<file path="config.mk">
export PLATFORM = sky130hd
export DESIGN_NAME = neuron_tanh_divider
export DESIGN_NICKNAME = d
export VERILOG_FILES = /design/src/rtl/neuron_tanh_divider_pkg.sv /design/src/rtl/cordic_lin_vec_stage.sv /design/src/rtl/neuron_tanh_divider.sv
export SDC_FILE = /design/constraint.sdc
export NUM_CORES = 1
export LEC_CHECK = 0
export CAP_MARGIN = 25
export CORE_MARGIN = 2
export CORE_UTILIZATION = 40
export CTS_BUF_LIST = sky130_fd_sc_hd__clkbuf_4 sky130_fd_sc_hd__clkbuf_8 sky130_fd_sc_hd__clkbuf_16
export DETAILED_ROUTE_END_ITERATION = 8
export HOLD_SLACK_MARGIN = 0.15
export PLACE_DENSITY = 0.71
export SKIP_LAST_GASP = 1
export SLEW_MARGIN = 20
export SYNTH_ARGS = -nofsm -noshare
export SYNTH_HDL_FRONTEND = slang
export SYNTH_SLANG_ARGS = --single-unit
</file>
<file path="constraint.sdc">
create_clock -name clk -period 7.5 [get_ports clk]
set_input_delay 1.5 -clock clk [delete_from_list [all_inputs] [get_ports clk]]
set_output_delay 1.5 -clock clk [all_outputs]
set_load 0.01 [all_outputs]
</file>
<file path="src/rtl/neuron_tanh_divider_pkg.sv">
// Shared definitions for the tanh activation divider: FSM encoding and Q-format constants.
package neuron_tanh_divider_pkg;

    localparam int WIDTH_DEF = 15;
    localparam int FRAC_DEF  = 13;
    localparam int ITER_DEF  = 14;

    localparam int ONE     = 1 <<< FRAC_DEF;
    localparam int SAT_MAX = ONE - 1;
    localparam int CNT_W   = $clog2(ITER_DEF);

    typedef enum logic [1:0] {
        ST_IDLE = 2'd0,
        ST_ITER = 2'd1,
        ST_DONE = 2'd2
    } state_t;

    // Largest magnitude a result may take for a given number of fractional bits.
    function automatic int sat_limit(input int frac);
        return (1 <<< frac) - 1;
    endfunction

endpackage

</file>
<file path="src/rtl/cordic_lin_vec_stage.sv">
// One linear-vectoring CORDIC micro-rotation: drives y toward zero while z accumulates y/x.
module cordic_lin_vec_stage #(
    parameter int IW    = 18,
    parameter int FRAC  = 13,
    parameter int CNT_W = 4
) (
    input  logic signed [IW-1:0] i_x,
    input  logic signed [IW-1:0] i_y,
    input  logic signed [IW-1:0] i_z,
    input  logic [CNT_W-1:0]     i_idx,
    output logic signed [IW-1:0] o_y_next,
    output logic signed [IW-1:0] o_z_next
);

    logic                 w_d;
    logic signed [IW-1:0] w_xs;
    logic signed [IW-1:0] w_one;
    logic signed [IW-1:0] w_step;
    int                   w_shamt;

    assign w_d     = ~i_y[IW-1];
    assign w_xs    = i_x >>> i_idx;
    assign w_one   = {{(IW-1){1'b0}}, 1'b1};
    assign w_shamt = FRAC - int'(i_idx);
    assign w_step  = w_one <<< w_shamt;

    assign o_y_next = w_d ? (i_y - w_xs)   : (i_y + w_xs);
    assign o_z_next = w_d ? (i_z + w_step) : (i_z - w_step);

endmodule

</file>
<file path="src/rtl/neuron_tanh_divider.sv">
// Activation stage: tanh = sinh/cosh via iterative CORDIC division, or raw linear-sum bypass,
// presented on a valid/ready output.
module neuron_tanh_divider
    import neuron_tanh_divider_pkg::*;
#(
    parameter int WIDTH = WIDTH_DEF,
    parameter int FRAC  = FRAC_DEF,
    parameter int ITER  = ITER_DEF
) (
    input  logic               clk,
    input  logic               reset,
    input  logic               in_valid,
    input  logic               af_en,
    input  logic signed [WIDTH:0] sin_h,
    input  logic signed [WIDTH:0] cos_h,
    input  logic signed [WIDTH:0] lin_in,
    output logic               busy,
    output logic               out_valid,
    input  logic               out_ready,
    output logic signed [WIDTH:0] act_out,
    output logic               err
);

    localparam int IW = WIDTH + 3;
    localparam int CW = (ITER > 1) ? $clog2(ITER) : 1;
    localparam logic [CW-1:0]        LAST   = CW'(ITER - 1);
    localparam logic signed [IW-1:0] SAT_HI = IW'(sat_limit(FRAC));
    localparam logic signed [IW-1:0] SAT_LO = -SAT_HI;

    state_t               r_state;
    state_t               w_state_nxt;
    logic                 r_in_valid_q;
    logic                 r_err;
    logic signed [WIDTH:0] r_act;
    logic [CW-1:0]        r_cnt;
    logic signed [IW-1:0] r_x;
    logic signed [IW-1:0] r_y;
    logic signed [IW-1:0] r_z;

    logic                 w_start;
    logic                 w_cos_pos;
    logic                 w_err_set;
    logic                 w_load_ops;
    logic                 w_load_act;
    logic signed [WIDTH:0] w_act_nxt;
    logic signed [IW-1:0] w_y_nxt;
    logic signed [IW-1:0] w_z_nxt;

    function automatic logic signed [WIDTH:0] sat(input logic signed [IW-1:0] v);
        logic signed [IW-1:0] c;
        c = v;
        if (v > SAT_HI) begin
            c = SAT_HI;
        end else if (v < SAT_LO) begin
            c = SAT_LO;
        end
        return (WIDTH+1)'(c);
    endfunction

    assign w_start   = in_valid & ~r_in_valid_q;
    assign w_cos_pos = ~cos_h[WIDTH] & (cos_h != '0);

    cordic_lin_vec_stage #(
        .IW    (IW),
        .FRAC  (FRAC),
        .CNT_W (CW)
    ) u_stage (
        .i_x      (r_x),
        .i_y      (r_y),
        .i_z      (r_z),
        .i_idx    (r_cnt),
        .o_y_next (w_y_nxt),
        .o_z_next (w_z_nxt)
    );

    always_comb begin
        w_state_nxt = r_state;
        w_err_set   = 1'b0;
        w_load_ops  = 1'b0;
        w_load_act  = 1'b0;
        w_act_nxt   = r_act;
        unique case (r_state)
            ST_IDLE: begin
                if (w_start) begin
                    if (!af_en) begin
                        w_load_act  = 1'b1;
                        w_act_nxt   = lin_in;
                        w_state_nxt = ST_DONE;
                    end else if (w_cos_pos) begin
                        w_load_ops  = 1'b1;
                        w_state_nxt = ST_ITER;
                    end else begin
                        w_load_act  = 1'b1;
                        w_act_nxt   = '0;
                        w_err_set   = 1'b1;
                        w_state_nxt = ST_DONE;
                    end
                end
            end
            ST_ITER: begin
                w_err_set = w_start;
                if (r_cnt == LAST) begin
                    w_load_act  = 1'b1;
                    w_act_nxt   = sat(w_z_nxt);
                    w_state_nxt = ST_DONE;
                end
            end
            ST_DONE: begin
                w_err_set = w_start;
                if (out_ready) begin
                    w_state_nxt = ST_IDLE;
                end
            end
            default: w_state_nxt = ST_IDLE;
        endcase
    end

    // Control and the visible result register: cleared asynchronously so an abort shows nothing.
    always_ff @(posedge clk or negedge reset) begin
        if (!reset) begin
            r_state      <= ST_IDLE;
            r_in_valid_q <= 1'b0;
            r_err        <= 1'b0;
            r_act        <= '0;
            r_cnt        <= '0;
        end else begin
            r_state      <= w_state_nxt;
            r_in_valid_q <= in_valid;
            if (w_err_set) begin
                r_err <= 1'b1;
            end
            if (w_load_act) begin
                r_act <= w_act_nxt;
            end
            if (r_state == ST_ITER) begin
                r_cnt <= r_cnt + CW'(1);
            end else begin
                r_cnt <= '0;
            end
        end
    end

    // Datapath operands: no reset needed, always loaded before use.
    always_ff @(posedge clk) begin
        if (w_load_ops) begin
            r_x <= {{2{cos_h[WIDTH]}}, cos_h};
            r_y <= {{2{sin_h[WIDTH]}}, sin_h};
            r_z <= '0;
        end else if (r_state == ST_ITER) begin
            r_y <= w_y_nxt;
            r_z <= w_z_nxt;
        end
    end

    assign busy      = (r_state != ST_IDLE);
    assign out_valid = (r_state == ST_DONE);
    assign act_out   = r_act;
    assign err       = r_err;

endmodule

</file>
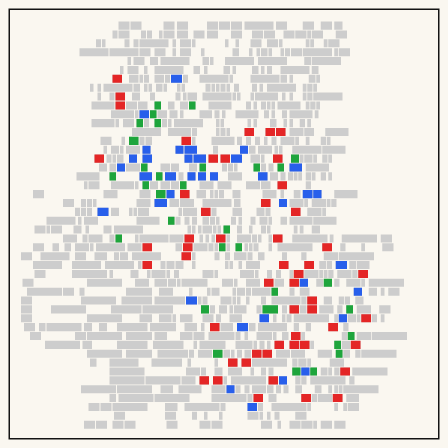
*Gate-type map, run 1*
Key: xor and xnor cells = red [cells 52]; and/or cells = green [cells 32]; non-inverting ao/oa cells = blue [cells 36]

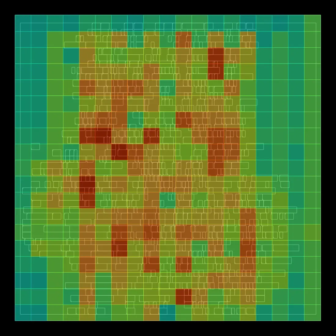
*Congestion heat map, run 1*
met2 routing resource usage after global routing: 0.287
utilization of the core after routing: 0.481
routing layer with the top usage in global route: met2

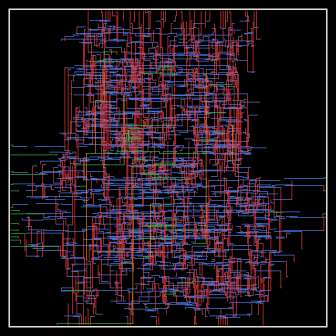
*Signal wires by layer, run 1*
Key: M1 = blue [wire length 7350 um]; M3 = green [wire length 519 um]; M4 = orange [wire length 294 um]; M2 = red [wire length 6970 um]

[run 1: tightest hold or removal path: cells and delay by family (launching register included)]
kind               cells  cell delay (ns)
DFF                    1             0.31
AOI/OAI and AO/OA      1             0.06
and+or+nand+nor        1             0.06
[run 1: synth_stat cells (all sizes together) (6+ instances only)]
cell type / count / area (um^2)
o211ai: 8 / 60.1
mux2i: 12 / 120
nand2: 72 / 270
a21o: 14 / 105
and2: 8 / 50.1
a21oi: 59 / 295
nand2b: 8 / 50.1
o21ai: 40 / 200
dfrtp: 24 / 601
clkbuf: 28 / 105
dfxtp: 18 / 360
a31oi: 19 / 119
and3: 8 / 50.1
xnor2: 34 / 298
ha: 49 / 613
edfxtp: 34 / 1020
mux4: 16 / 394
inv: 26 / 97.6
nor2: 94 / 353
buf: 7 / 53.8
a211oi: 7 / 52.6
mux2: 15 / 169
xor2: 18 / 158
nor3: 14 / 81.3
or3: 6 / 37.5
nand3: 16 / 80.1
nor2b: 8 / 50.1
[run 1: how the worst max path moves through the flow]
stage	startpoint	end	slack [ns]	cells after the start
final	r_cnt[1]	act_out[2]	1.14	19
after global routing	r_cnt[1]	act_out[8]	0.47	19
after CTS	r_cnt[1]	act_out[2]	1.21	19
after detailed placement	r_cnt[1]	act_out[9]	1.25	19
after global placement	r_cnt[1]	act_out[3]	1.46	19
after floorplan	r_cnt[1]	act_out[1]	1.91	23
[run 1: area by class of cell]
cell class                 instances  share of cell area
sequential                        76               0.259
tap                              216              0.0354
multi-input combinational        596               0.555
clock inverter                     5             0.00491
timing repair buffer              78              0.0998
clock buffer                      11              0.0322
inverter                          27              0.0133
[run 1: layer usage]
layer	up-vias	GRT usage	share of wire
li1	2807	-	-
met4	0	0.0676	0.019
met5	-	0	0
met2	116	0.287	0.46
met1	2657	0.249	0.49
met3	22	0.0228	0.034
==> flow_summary_export.csv, run 1 <==
group,metric,value,unit
worst_hold_path,whs_endpoint,"r_z[5]",
floorplanning,floorplan.core_area,15900,um^2
power,pg_clk,415,uW
yosys,yosys_register_bits,76,
drt,antenna_violating_nets_post_route,0,
floorplanning,std_cell_rows,46,
clock_network,clk_latency,0.35,ns
global_routing,grt-ovfl-total,0,
global_routing,grt_max_degree,37,
power,seq_power,722,uW
cells_and_area,biggest_registers_after_layout,"r_y (18), r_z (18)",
placed_design,dp_worst_setup_slack,1.25,ns
power,pwr-share-clk,0.133,
job,maxCapViolCount,0,
power,total_power,3130,uW
power,pwr_density_cell,410,nW/um^2
sta,tns,0,ns
power,netSwitchingFraction,0.441,
cells_and_area,multiInputGateArea,4240,um^2
worst_setup_path,r2r-start,"r_cnt[1]",
yosys,unique_cell_type_count_in_the_yosys_netlist,73,
drt,avgRoutedWirePerCell,15.0,um
worst_hold_path,worst_hold_path_depth,2,
sta,grt_setup_unrepaired,"no",
floorplanning,floorplanUtilization,0.408,
global_routing,number_of_antenna_violations_at_the_first_check_in_global_routing,0,
drt,vias,5602,
sta,drv_slew,0,
run_status,status,"complete, no violations",
worst_setup_path,cpPeakStageDelay,0.95,ns
cells_and_area,layout_overhead_on_the_synthesized_area,18.0,%
sta,timing.final.crit_period,6.36,ns
sta,setup-violations-final,0,
power,power_frac_seq,0.231,
placed_design,placed_area,7350,um^2
yosys,ys_sh_aoi,0.190,
sta,fmax,157,MHz
drt,routed_wl,15.1,mm
drt,drt_first_pass_iters,7,
worst_setup_path,critPathSlowestCell,"sky130_fd_sc_hd__dfrtp_1",
## Run 2: what changed since run 1
==> constraint.sdc (replaced) <==
create_clock -name clk -period 5.95 [get_ports clk]
set_input_delay 1.19 -clock clk [delete_from_list [all_inputs] [get_ports clk]]
set_output_delay 1.19 -clock clk [all_outputs]
set_load 0.01 [all_outputs]
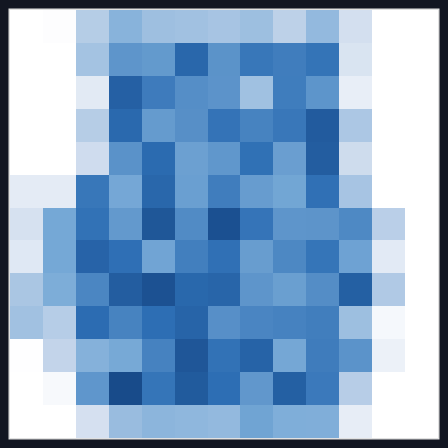
*Placement density heat map, run 2*
13 x 13 tiles, from white (low) to dark blue (high), 0 to 100% covered.
14% of the tiles are over 75% full. The mean over all tiles is 43%. 21% of the tiles are nearly empty.

==> flow_summary_export.csv, run 2 <==
group,metric,value,unit
floorplanning,floorplan.core_area,15900,um^2
cells_and_area,utilization_of_the_core_after_routing,0.487,
run_status,status,"complete, no violations",
yosys,synth_top_area_share,0.158,
power,pwr-share-clk,0.132,
global_routing,gr-usage-met2,0.293,
cells_and_area,multiInputGateArea,4240,um^2
sta,timing.final.crit_period,5.45,ns
worst_setup_path,cpPeakStageDelay,0.51,ns
power,pwr_density_cell,511,nW/um^2
drt,antenna_violating_nets_post_route,0,
global_routing,grt_use_met1,0.258,
sta,setup-violations-final,0,
global_routing,groute.layer.met3.usage,0.0216,
drt,routed_wl,15.3,mm
sta,fmax,183,MHz
floorplanning,floorplanUtilization,0.408,
cells_and_area,layout_overhead_on_the_synthesized_area,19.3,%
global_routing,grt_max_degree,34,
drt,vias,5642,
sta,tns,0,ns
sta,drv_slew,0,
yosys,largest_area_cell,"sky130_fd_sc_hd__edfxtp_1",
drt,avgRoutedWirePerCell,15.0,um
global_routing,number_of_antenna_violations_at_the_first_check_in_global_routing,0,
floorplanning,std_cell_rows,46,
clock_network,clk_latency,0.35,ns
power,pg_clk,520,uW
yosys,post_synth_most_frequent_cells,"94 x sky130_fd_sc_hd__nor2_1, 72 x sky130_fd_sc_hd__nand2_1, 59 x sky130_fd_sc_hd__a21oi_1",
sta,grt_setup_unrepaired,"no",
power,netSwitchingFraction,0.441,
power,seq_power,894,uW
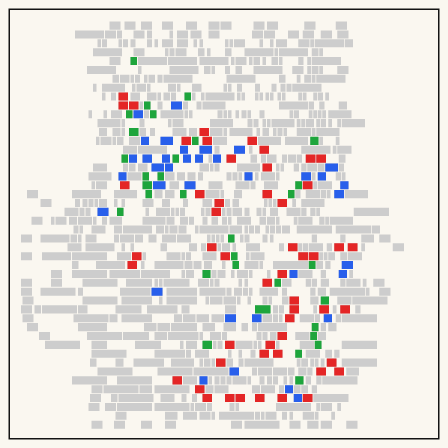
*Gate-type map, run 2*
Key: xor and xnor cells = red [cells 52]; non-inverting ao/oa cells = blue [cells 36]; and/or cells = green [cells 32]

==> run 2: cell counts after synthesis <==
Identical to the previous run, type by type.
==> run 2: logic make-up after synthesis <==
family | share of synthesized area
AOI/OAI and AO/OA | 0.190
xor gates and xnor gates | 0.0703
adders and majority gates | 0.101
buffers and inverters | 0.0402
DFF | 0.306
muxes | 0.105
and+or+nand+nor | 0.187
==> run 2: path summary, 6_finish.rpt <==
| kind | from | to | cells after the start |
|---|---|---|---|
| worst max-delay path | r_cnt[1] | act_out[6] | 20 |
| worst min-delay path | r_z[4] | r_z[4] | 2 |
| worst max register to register | r_cnt[1] | act_out[6] | 20 |
| worst min register to register | r_z[4] | r_z[4] | 2 |
| max in group asynchronous | reset | r_cnt[0] | 2 |
| min in group asynchronous | reset | act_out[4] | 2 |
==> run 2: what timing repair did <==
item                                    CTS  global route
gates resized                             0             1
endpoints found under the setup margin    0             1
buffers inserted                          0             0
==> run 2: through the flow <==
| stage | worst slack (ns) | hold slack [ns] | std cells |
|---|---|---|---|
| 2_1_floorplan | 0.356 | 0.450 | 734 |
| 3_3_place_gp | 0.578 | 0.461 | 1005 |
| 3_5_place_dp | 0.431 | 0.458 | 1005 |
| 4_1_cts | 0.412 | 0.478 | 1021 |
| 5_1_grt | 0.0167 | 0.496 | 1021 |
| 6_report | 0.500 | 0.476 | 1021 |
==> run 2: layer usage <==
metal  up-vias  part of all wire
met5         -                 0
met4         0             0.015
met3        18             0.036
li1       2837                 -
met1      2649              0.49
met2       138              0.46
==> run 2: area by class of cell <==
| type | count | share of cell area |
|---|---|---|
| multi-input cells | 596 | 0.549 |
| flip-flops and latches | 76 | 0.257 |
| repair buffers | 90 | 0.110 |
| well taps | 216 | 0.0350 |
| clock buffers | 10 | 0.0309 |
| inverters | 27 | 0.0131 |
| clock inverters | 6 | 0.00486 |
## Run 3: what changed since run 2
--- a/config.mk
+++ b/config.mk
@@ -7,11 +7,11 @@
 export LEC_CHECK = 0
 export CAP_MARGIN = 25
 export CORE_MARGIN = 2
-export CORE_UTILIZATION = 40
+export CORE_UTILIZATION = 55
 export CTS_BUF_LIST = sky130_fd_sc_hd__clkbuf_4 sky130_fd_sc_hd__clkbuf_8 sky130_fd_sc_hd__clkbuf_16
 export DETAILED_ROUTE_END_ITERATION = 8
 export HOLD_SLACK_MARGIN = 0.15
-export PLACE_DENSITY = 0.71
+export PLACE_DENSITY = 0.89
 export SKIP_LAST_GASP = 1
 export SLEW_MARGIN = 20
 export SYNTH_ARGS = -nofsm -noshare
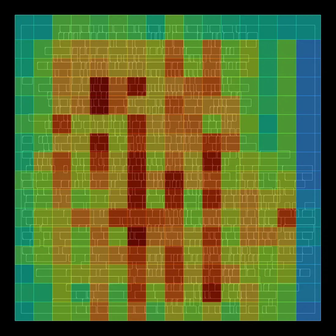
*Congestion heat map, run 3*
gr usage total: 0.253
GR Layer Usage met3: 0.0367
WL/cell: 16.6 um
met2 routing resource usage after global routing: 0.408
utilization of the core after routing: 0.665

==> flow_summary_export.csv, run 3 <==
group,metric,value,unit
sta,drv_slew,0,
sta,grt_setup_unrepaired,"no",
yosys,top_cell,"sky130_fd_sc_hd__nor2_1",
cells_and_area,biggest_registers_after_layout,"r_y (18), r_z (18)",
run_status,status,"complete, no violations",
power,total_power,4050,uW
global_routing,grt-ovfl-total,0,
yosys,ys_sh_aoi,0.190,
yosys,synth_top_area_share,0.158,
drt,routed_wl,15.7,mm
drt,antenna_violating_nets_post_route,0,
floorplanning,floorplanUtilization,0.565,
yosys,unique_cell_type_count_in_the_yosys_netlist,73,
power,netSwitchingFraction,0.444,
drt,wl_met3,895,um
drt,met2RoutedLength,7.47,mm
floorplanning,floorplan.core_area,11500,um^2
placed_design,place.detailed.instances,927,
yosys,post_synth_most_frequent_cells,"94 x sky130_fd_sc_hd__nor2_1, 72 x sky130_fd_sc_hd__nand2_1, 59 x sky130_fd_sc_hd__a21oi_1",
clock_network,clk_latency,0.34,ns
power,power_frac_seq,0.222,
drt,drt_first_pass_iters,5,
drt,top_layer,"met4",
drt,met1_length,7.08,mm
yosys,synth-adder-area-share,0.101,
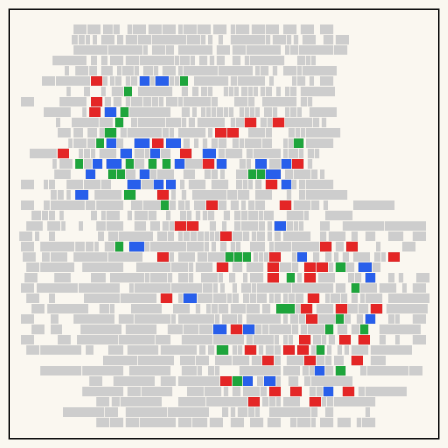
*Gate-type map, run 3*
Key: and/or cells = green [cells 32]; non-inverting ao/oa cells = blue [cells 36]; xor and xnor cells = red [cells 52]

## run 3: final cells by class
type | instances | area share
tap | 143 | 0.0235
clock buffer | 9 | 0.0295
inverter | 27 | 0.0133
sequential | 76 | 0.260
clock inverter | 7 | 0.00755
multi-input combinational | 596 | 0.557
timing repair buffer | 87 | 0.109
## run 3: power groups by stage
| stage | clock network [uW] | logic [uW] | registers, uW |
|---|---|---|---|
| 2_1_floorplan | 0 | 1920 | 899 |
| 3_3_place_gp | 0 | 2430 | 903 |
| 3_5_place_dp | 0 | 2530 | 909 |
| 4_1_cts | 543 | 2560 | 901 |
| 5_1_grt | 564 | 2890 | 922 |
| 6_report | 538 | 2610 | 901 |
## run 3: logic make-up after synthesis
| logic type | count (synthesis) |
|---|---|
| AND/OR/NAND/NOR | 258 |
| AND-OR/OR-AND | 192 |
| flip-flops | 76 |
| buffers and inverters | 62 |
| XOR/XNOR | 52 |
| adder cells (fa/ha/maj) | 51 |
| multiplexers | 43 |
## run 3: critical path, delay by kind of cell, from the launching register on
kind | cells | cell delay, ns
mux | 2 | 0.81
simple gates | 6 | 1.76
flops | 1 | 0.80
compound gates | 6 | 0.97
fa+ha+maj | 1 | 0.24
xor+xnor | 2 | 0.30
buf+inv | 1 | 0.36
## run 3: path summary, 6_finish.rpt
kind	startpoint	end	slack (ns)	cells past startpoint
min in group asynchronous	reset	act_out[6]	1.22	2
worst max-delay path	r_cnt[0]	r_y[17]	0.42	18
worst min-delay path	err	err	0.47	1
worst min register to register	err	err	0.47	1
max in group asynchronous	reset	r_cnt[2]	4.46	2
worst max register to register	r_cnt[0]	r_y[17]	0.42	18
## run 3: per-stage QoR
stage	hold WS (ns)	setup slack, ns
finish	0.474	0.420
global route	0.484	0.0165
CTS	0.475	0.440
detailed placement	0.452	0.482
global placement	0.457	0.628
floorplan	0.450	0.356
Power is estimated from default activity; no workload was simulated.
